==> config.mk <==
export PLATFORM = sky130hd
export DESIGN_NAME = icg_gate_ctrl
export DESIGN_NICKNAME = d
export VERILOG_FILES = /design/src/rtl/icg_gate_ctrl.sv
export SDC_FILE = /design/constraint.sdc
export NUM_CORES = 1
export LEC_CHECK = 0
export CAP_MARGIN = 10
export CORE_MARGIN = 2
export CORE_UTILIZATION = 42
export CTS_BUF_LIST = sky130_fd_sc_hd__clkbuf_4 sky130_fd_sc_hd__clkbuf_8
export DETAILED_ROUTE_END_ITERATION = 10
export PLACE_DENSITY = 0.9
export SYNTH_ARGS = -nofsm -noshare
export SYNTH_HDL_FRONTEND = slang
export SYNTH_SLANG_ARGS = --single-unit
export TNS_END_PERCENT = 10
==> constraint.sdc <==
create_clock -name clk -period 1.7 [get_ports clk]
set_input_delay 0.34 -clock clk [delete_from_list [all_inputs] [get_ports clk]]
set_output_delay 0.34 -clock clk [all_outputs]
set_load 0.02 [all_outputs]
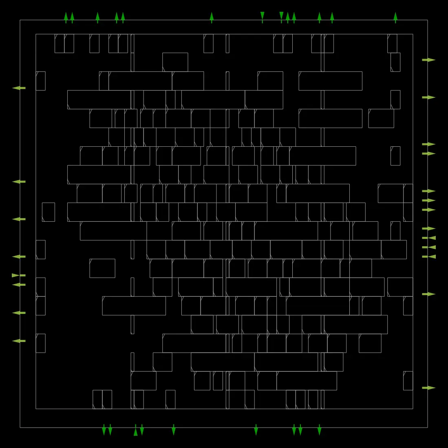
**Above:** cell outlines without signal wires.
Core ar.: 0.00298 mm^2
Tapcells: 33
Post-Layout Cell Count: 216
final core utilization: 53.4%
flop count: 16

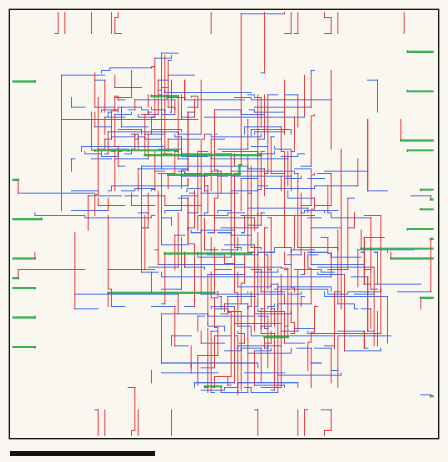
**Above:** metal layers overlaid.
The bar under the picture is 20 um long.
| color | layer | wire length |
|---|---|---|
| red | met2 | 1330 um |
| green | met3 | 135 um |
| blue | met1 | 1170 um |
WL per Instance: 12.2 um
total number of vias: 1082
Detailed Route WL: 2640 um
gr usage total: 16.7%

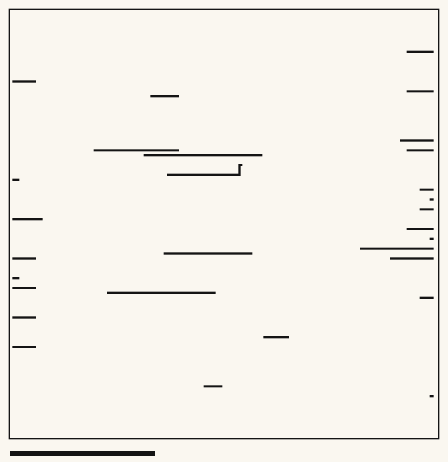
**Above:** signal wires on met3.
The bar under the picture is 20 um long.
main direction: horizontal
longest straight run: 16.1 um
nets with wire on the layer: 28
wire length on this layer: 135 um
share of all routed wire: 5.1%
met3 usage: 2.62%

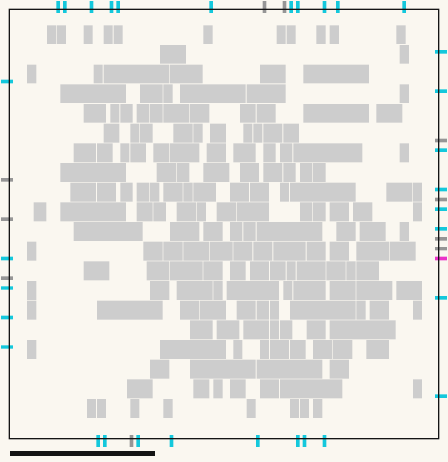
**Above:** I/O pins on the die edge.
The bar under the picture is 20 um long. Pins as bars across the die edge, other pins in gray.
| color | port | pins | direction | edge |
|---|---|---|---|---|
| magenta | sleep_allow | 1 | input | right |
| cyan | gated_cycles | 32 | output | 11 top, 8 bottom, 8 right, 5 left |
port buffer count: 10
DIE WIDTH: 59.2 um

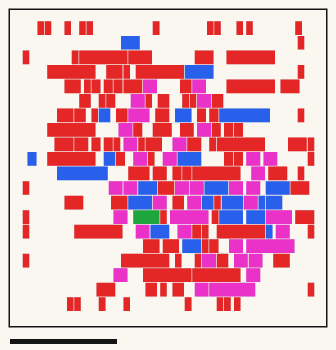
**Above:** sizing map.
The bar under the picture is 20 um long.
| color | size | cells | share | most used |
|---|---|---|---|---|
| green | drive 6 and up | 1 | 0.55% | clkbuf_8 |
| blue | drive 2 | 22 | 12% | nor3_2 |
| red | drive 1 or less | 122 | 67% | conb_1 |
| magenta | drive 3 to 4 | 38 | 21% | buf_4 |
setup ws final: -0.0125 ns
Final Cell Area: 0.00159 mm^2

==> impl_metrics.tcl <==
# metrics dict for downstream scripts
set metrics [dict create \
    cts_buffers 3 \
    hold_path.class "in -> async" \
    stage_log_warnings 29 \
    drt-pass1-iter-count 4 \
    crit_path_end_kind "flip-flop" \
    post_dp_cell_area_mm2 0.00148 \
    comb_power_share_pct 25.9 \
    path_class "in -> reg" \
    cts_sinks 16 \
    outcome "complete, but fails checks" \
    drive_above_1_share_pct 33.3 \
    ff_type "dfrtp_1" \
    fmax_mhz 584 \
    gp_congestion 0.829 \
    ys_types 48 \
    cts_hold_buf 0 \
    largest_register_ffs 5 \
    max_cap_viol_count 0 \
    clock_latency_ns 0.29 \
    hold_ws_ns 0.355 \
    yosysWarnings 0 \
    finalSetupViolations 1 \
    power_uw 885 \
    grt_start_max_net_pins 17 \
    edf_count 0 \
    required_ns 1.91 \
    path_clk_slew_ns 0.10 \
    fin_ws_ns -0.0125 \
    synth_area_mm2 0.00128 \
    finalSetupTns_ns -0.0125 \
    p_per_area_mw_per_mm2 556 \
    irDropWorstVdd_mv 0.260 \
    vias_per_cell 5.01 \
    antenna_cells 0 \
    syn_inst 144 \
    ys_cells 144 \
    detail-route-antenna-nets 0 \
    rsz0062_at_grt "yes" \
    dieArea_mm2 0.00350 \
    clockRootBuffer "clkbuf_4" \
    route.detailed.drc 0 \
    power_frac_seq_pct 45.1 \
    violations "negative setup slack" \
    yosysTopAreaCellShare_pct 29.4 \
    syn_to_final_growth_pct 24.4 \
    grt_pass1_vias 1025 \
    finalHoldViolCount 0 \
    leakage_uw 0.000740 \
    p_int_uw 609 \
]
## routing by layer
| metal | up-vias | share of wire (%) | GRT usage, % | routed length [um] |
|---|---|---|---|---|
| li1 | 533 | - | - | - |
| met5 | - | 0 | 0 | 0 |
| met4 | 0 | 0 | 8.44 | 0 |
| met3 | 0 | 5.1 | 2.62 | 134 |
| met2 | 37 | 50 | 26.7 | 1330 |
| met1 | 512 | 44 | 21.7 | 1170 |
## critical path, cell delays in order
cell and delay [ns]:
clkdlybuf4s50_1 0.45, or4b_4 0.57, buf_4 0.17, nor2_2 0.13, nor2_1 0.07, a211oi_2 0.19
## cells in the final DEF, fill, tap and decap left out, types with 3 or more instances in the layout
cell / netlist / routed
conb_1: 1 / 32
nor3_1: 8 / 5
buf_4: 32 / 30
nand2_1: 6 / 6
nand3_1: 3 / 3
nor3_2: 0 / 3
o21ai_0: 4 / 4
a21oi_1: 7 / 7
nor2_1: 10 / 9
o22a_1: 3 / 3
a31oi_1: 5 / 4
clkbuf_4: 0 / 3
inv_1: 7 / 5
dfrtp_1: 15 / 14
clkdlybuf4s50_1: 0 / 9
## power groups by stage
stage	logic, uW	registers [uW]	clock network [uW]
3_3_place_gp	204	405	0
5_1_grt	249	401	276
4_1_cts	214	399	265
6_report	229	399	257
2_1_floorplan	189	407	0
3_5_place_dp	209	406	0
## cells by family (layout without fill, tap and decap cells)
group / after synthesis / count (layout) / share of synthesized area, %
flip-flops: 16 / 16 / 31.4
multiplexers: 2 / 2 / 1.66
adder cells (fa/ha/maj): 2 / 2 / 1.96
AND-OR/OR-AND: 35 / 35 / 20.3
AND/OR/NAND/NOR: 45 / 45 / 22.2
other: 1 / 32 / 0.293
buffers and inverters: 43 / 51 / 22.2
## what timing repair did
item / CTS / global route
pin swaps: 3 / 4
resized: 7 / 9
buffers inserted: 1 / 2
endpoints found under the setup margin: 7 / 12
## final cells by class
cell class / count / area, um^2
clock buffers: 4 / 36.3
fillers: 267 / 1390
inverters: 7 / 26.3
multi-input cells: 116 / 763
flip-flops and latches: 16 / 403
well taps: 33 / 41.3
repair buffers: 40 / 320
## metrics by stage
step	setup WS (ns)	cells
2_1_floorplan	-0.0226	175
3_3_place_gp	-0.316	209
3_5_place_dp	-0.356	209
4_1_cts	-0.0273	214
5_1_grt	-0.0782	216
6_report	-0.0125	216
Power and IR drop assume default switching activity.
